Run 1, supply network:
Bar = 20 um. Pins as bars on the die edge.
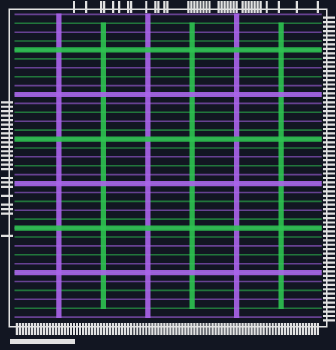
Run 1, placed cells, one colour a class:
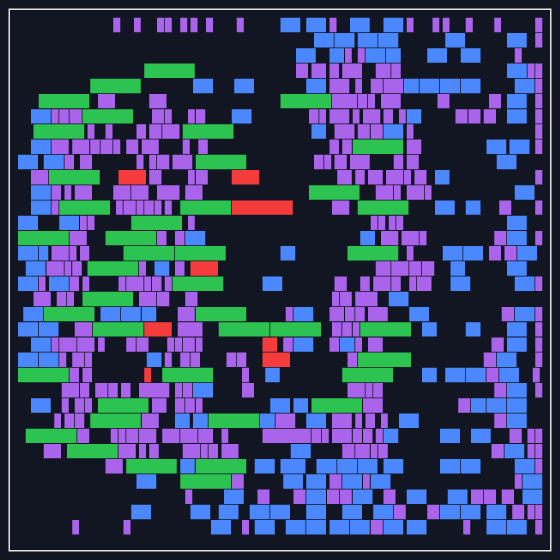
Run 1, routed clock nets over the placement:
Bar = 20 um.
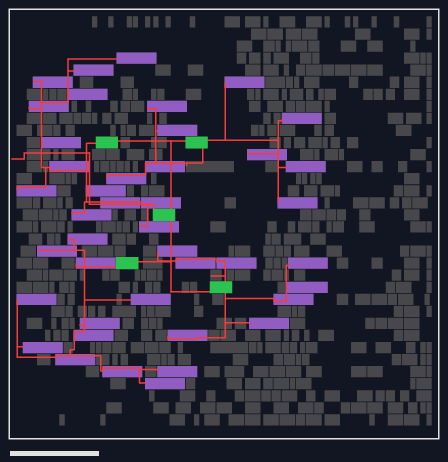
Run 1, signal wires by layer:
Bar = 20 um.
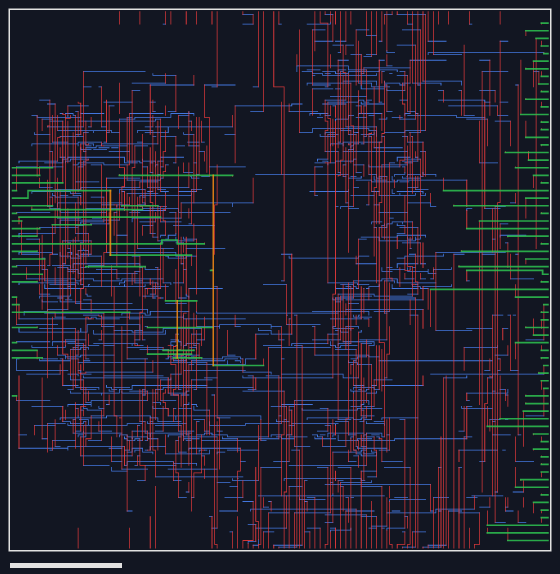
## src/rtl/pmcc_fetch_unit.sv

```systemverilog
// PMCC instruction fetch unit: owns the program counter, drives code RAM port B and
// hands 32-bit words to the decoder over a valid/ready handshake.
module pmcc_fetch_unit #(
  parameter int DEPTH    = 256,
  parameter int RESET_PC = 0
) (
  input  logic        clk,
  input  logic        rst_n,
  input  logic        start,
  input  logic [31:0] start_pc,
  input  logic        redirect,
  input  logic [31:0] redirect_pc,
  input  logic        halt,
  output logic [31:0] mem_addr,
  input  logic [31:0] mem_rdata,
  output logic [31:0] instr,
  output logic [31:0] instr_pc,
  output logic        instr_valid,
  input  logic        instr_ready,
  output logic        busy,
  output logic        err_misaligned,
  output logic [31:0] instr_count
);

  localparam int AW = $clog2(DEPTH);
  localparam logic [AW-1:0] RESET_ADDR = AW'(RESET_PC);

  typedef enum logic {IDLE, RUN} state_t;

  state_t        state_q;
  logic [AW-1:0] pc_q;
  logic [AW-1:0] pc_inc;
  logic [AW-1:0] start_addr;
  logic [AW-1:0] redir_addr;
  logic [AW-1:0] addr_next;
  logic          start_aligned;
  logic          redir_aligned;
  logic          in_run;
  logic          transfer;
  logic          err_q;
  logic [31:0]   count_q;
  logic          unused_addr_bits;

  assign start_addr       = start_pc[AW-1:0];
  assign redir_addr       = redirect_pc[AW-1:0];
  assign start_aligned    = (start_pc[1:0] == 2'b00);
  assign redir_aligned    = (redirect_pc[1:0] == 2'b00);
  assign pc_inc           = pc_q + AW'(4);
  assign in_run           = (state_q == RUN);
  assign transfer         = in_run & instr_ready;
  assign unused_addr_bits = ^{start_pc[31:AW], redirect_pc[31:AW]};

  // The RAM registers its address, so we present the address of the word needed
  // next cycle; this is what makes stalls, redirects and restarts bubble-free.
  always_comb begin
    addr_next = pc_q;
    if (!in_run) begin
      if (start) addr_next = start_addr;
    end else if (halt) begin
      addr_next = pc_q;
    end else if (redirect) begin
      addr_next = redir_addr;
    end else if (instr_ready) begin
      addr_next = pc_inc;
    end
  end

  always_ff @(posedge clk or negedge rst_n) begin
    if (!rst_n) begin
      state_q <= IDLE;
      pc_q    <= RESET_ADDR;
      err_q   <= 1'b0;
      count_q <= '0;
    end else begin
      case (state_q)
        IDLE: begin
          if (start) begin
            if (start_aligned) begin
              pc_q    <= start_addr;
              count_q <= '0;
              err_q   <= 1'b0;
              state_q <= RUN;
            end else begin
              err_q <= 1'b1;
            end
          end
        end
        RUN: begin
          if (transfer) count_q <= count_q + 32'd1;
          // halt beats redirect beats a plain advance
          if (halt) begin
            state_q <= IDLE;
          end else if (redirect) begin
            if (redir_aligned) begin
              pc_q <= redir_addr;
            end else begin
              err_q   <= 1'b1;
              state_q <= IDLE;
            end
          end else if (instr_ready) begin
            pc_q <= pc_inc;
          end
        end
        default: state_q <= IDLE;
      endcase
    end
  end

  assign mem_addr       = {{(32-AW){1'b0}}, addr_next};
  assign instr_pc       = {{(32-AW){1'b0}}, pc_q};
  assign instr_valid    = in_run;
  assign busy           = in_run;
  assign instr          = in_run ? mem_rdata : 32'h0;
  assign err_misaligned = err_q;
  assign instr_count    = count_q;

endmodule

```

## config.mk

```make
export PLATFORM = sky130hd
export DESIGN_NAME = pmcc_fetch_unit
export DESIGN_NICKNAME = d
export VERILOG_FILES = /design/src/rtl/pmcc_fetch_unit.sv
export SDC_FILE = /design/constraint.sdc
export NUM_CORES = 1
export LEC_CHECK = 0
export CORE_MARGIN = 1
export CORE_UTILIZATION = 35
export CTS_CLUSTER_DIAMETER = 50
export DETAILED_ROUTE_END_ITERATION = 16
export PLACE_DENSITY = 0.82
export SETUP_SLACK_MARGIN = 0.02
export SYNTH_ARGS = -nofsm -noshare
export SYNTH_HDL_FRONTEND = slang
export SYNTH_SLANG_ARGS = --single-unit
```

## constraint.sdc

```tcl
create_clock -name clk -period 2.9 [get_ports clk]
set_input_delay 0.58 -clock clk [delete_from_list [all_inputs] [get_ports clk]]
set_output_delay 0.58 -clock clk [all_outputs]
set_load 0.03 [all_outputs]
```

==> notes.md, run 1 <==
run results: status complete, no violations, Adder-Cell Fraction of Synth Area less than 1%, final hold vios 0, Largest register FFs 32, crit-path max FO 5, Rel. slew slack roughly 64%, sequential cell area share approximately 23%, Worst setup startpoint instr_ready, ant diodes 0, mux share approximately 3.9%, Clock Buffer Count 6, PostCTS Resize Cnt 0, Yosys cell types between 40 and 50, Comb area share around two fifths, Critical Path Slowest Stage Cell clkdlybuf4s50_1, Pwr Density between 300 and 400 nW/um^2, max incr delay on CP 520 ps, CTS root buffer clkbuf_8, setup slack, reg-to-reg 530 ps, fmax around 370 MHz, global routing's busiest layer met2, arrival time at the worst endpoint roughly 2100 ps, Crit. path cell count 8, Register-to-Register Path Depth 5, CTS buffer count 5, Signal buffers between 150 and 200, capture point of the critical path mem_addr[4], antenna violations before repair 0, final worst path period need 2680 ps, YS chip area ~3100 um^2, most frequent cells in the layout 126 x clkdlybuf4s50_1, 48 x conb_1, 41 x dfrtp_1, 34 x and2_1, 31 x nand2_1, HP Class primary input to async pin, gr ovfl total 0, nets@finish roughly 630, most frequent cell after synthesis buf_4, Total Routing Usage GR 19.5%, Vias/cell around 4.8, clk slew on worst S/H paths 90 ps, CP most frequent cell buf_4, post-route cell area between 4000 and 5000 um^2, combinational gate power between 600 and 700 uW, Synthesis Warnings 0, met2 routed WL 4.81 mm, worst r2r dst instr_count[31], hold-fix buffers at CTS 0, DIE HEIGHT about 97 um, fp_density 36.0%, chip area a little over 9000 um^2, Final Skew slightly above 10 ps, Max Buffers Root-to-Sink 2, Startpoint Class primary input, nonclk inv count 17, Yosys Instances 379, Int Power around 1200 uW, flip-flops with a built-in enable 0, vias between 3,000 and 4,000, DRT Wirelength between 8 and 9 mm, setup tns final 0 ps, DP Area 4480 um^2, Port Buffer Count 136, Max-Cap Viols 0, share of cells above drive strength 1 around 8.0%
Notes on 'supply network' above:
[VDD] green
[VSS] purple
rows: 34
met5 straps: 6
signal pins: 233
met1 rails: 35

Notes on 'placed cells, one colour a class' above:
[flip-flops] green | cells: 42 | share of their area: 24%
[all other logic] purple | cells: 319 | share of their area: 41%
[other buffers and delay cells] blue | cells: 153 | share of their area: 33%
[clock drivers and dummy loads] red | cells: 8 | share of their area: 2.5%

Notes on 'routed clock nets over the placement' above:
[clock wires] red | length: 556 um
[cells driving clock nets] green | count: 5
[flip-flops] purple | count: 42
routed clock nets: 6

Notes on 'signal wires by layer' above:
[met1] blue | wire length: 3,430 um
[met3] green | wire length: 621 um
[met4] orange | wire length: 55.8 um
[met2] red | wire length: 4,810 um

Run 1, the clock network:
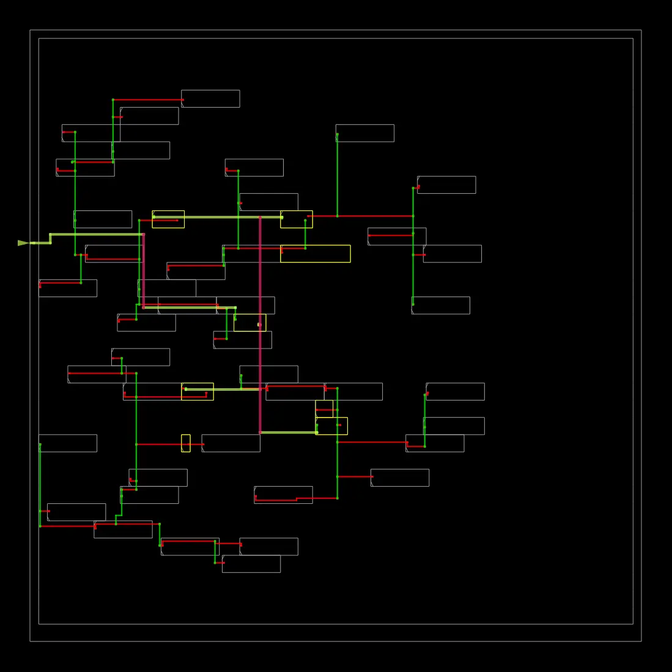

## Run 2: what changed since run 1
--- a/config.mk
+++ b/config.mk
@@ -9,7 +9,9 @@
 export CORE_UTILIZATION = 35
 export CTS_CLUSTER_DIAMETER = 50
 export DETAILED_ROUTE_END_ITERATION = 16
+export MAX_ROUTING_LAYER = met4
 export PLACE_DENSITY = 0.82
+export REMOVE_ABC_BUFFERS = 1
 export SETUP_SLACK_MARGIN = 0.02
 export SYNTH_ARGS = -nofsm -noshare
 export SYNTH_HDL_FRONTEND = slang
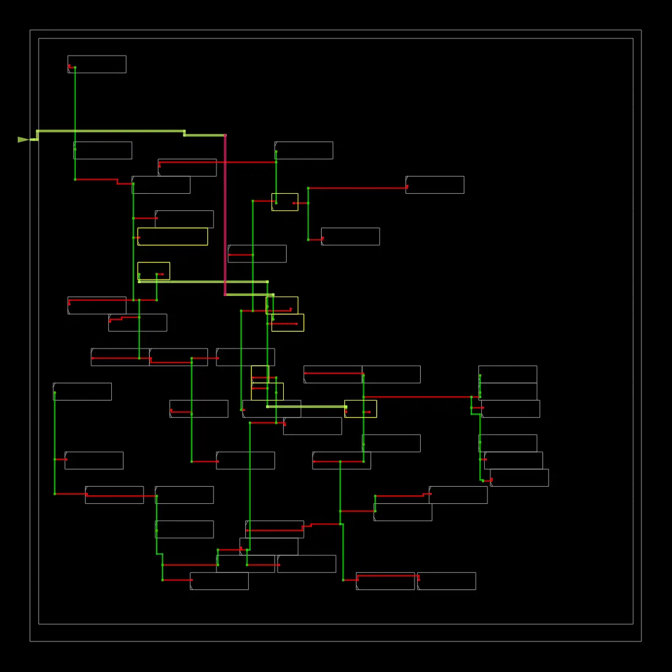
Run 2: the clock network
Clock Buffer Count: 5
Late-Pin Clk Latency: 300 ps

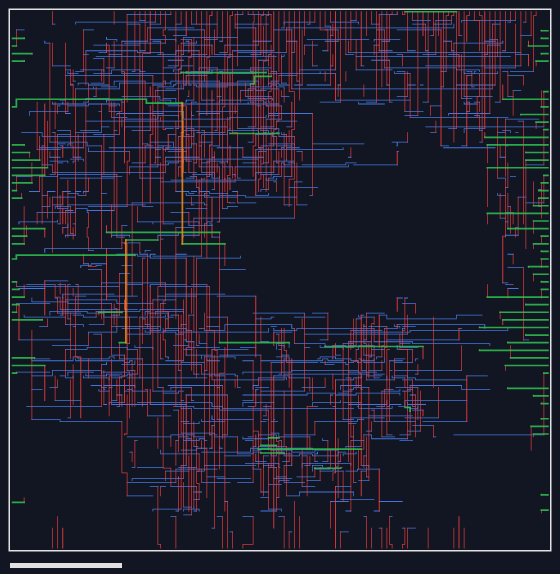
Run 2: signal wires by layer
Bar = 20 um.
[met4] orange | wire length: 43.5 um
[met1] blue | wire length: 3,680 um
[met2] red | wire length: 4,340 um
[met3] green | wire length: 476 um

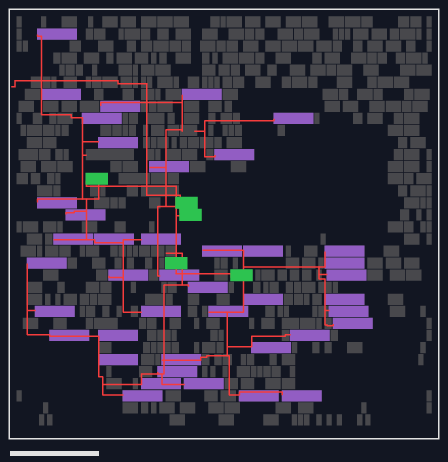
Run 2: routed clock nets over the placement
Bar = 20 um.
[flip-flops] purple | count: 42
[clock wires] red | length: 619 um
[cells driving clock nets] green | count: 5
flops lie: widely spread

==> run 2 against run 1 <==
Synthesized area did not move. Critical path type unchanged. Non-clock buffer count decreased by 5. Sequential power about the same. Design area decreased by 0.57%. Largest power group unchanged. Die area is the same. First-iteration DRC count rose by 84%.
==> notes.md, run 2 <==
run results: sequential share of power ~37%, clk slew on worst S/H paths 90 ps, Adder-Cell Fraction of Synth Area less than 1%, DP Area around 4400 um^2, Startpoint Class primary input, vias approximately 3,000, Port Buffer Count 136, Synthesis Warnings 0, Comb area share roughly 39%, combinational gate power roughly 680 uW, arrival time at the worst endpoint 2160 ps, Total Routing Usage GR 17.6%, chip area a little over 9000 um^2, ant diodes 0, capture point of the critical path mem_addr[6], CTS H-Tree Depth 2, Vias/cell between 4 and 5, worst r2r dst instr_count[31], Max Buffers Root-to-Sink 2, fmax between 300 and 400 MHz, met2 routed WL about 4.3 mm, hold-fix buffers at CTS 0, nonclk inv count 17, max incr delay on CP 810 ps, Max-Cap Viols 0, Crit. path cell count 5, mux share ~3.9%, crit-path max FO 16, nets@finish approximately 620, Yosys cell types 41, DIE HEIGHT 96.5 um, share of cells above drive strength 1 7.74%, most frequent cell after synthesis buf_4, Int Power roughly 1200 uW, global routing's busiest layer met2, CTS root buffer clkbuf_8, post-route cell area ~4600 um^2, most frequent cells in the layout 123 x clkdlybuf4s50_1, 48 x conb_1, 42 x dfrtp_1, 34 x and2_1, 31 x nand2_1, antenna violations before repair 0, Register-to-Register Path Depth 5, Final Skew ~9.8 ps, sequential cell area share between 20% and 30%, Largest register FFs 32, status complete, no violations, Critical Path Slowest Stage Cell clkdlybuf4s50_1, Rel. slew slack between 30 and 40%, final worst path period need ~2700 ps, HP Class primary input to async pin
Power is estimated from default activity; no workload was simulated.
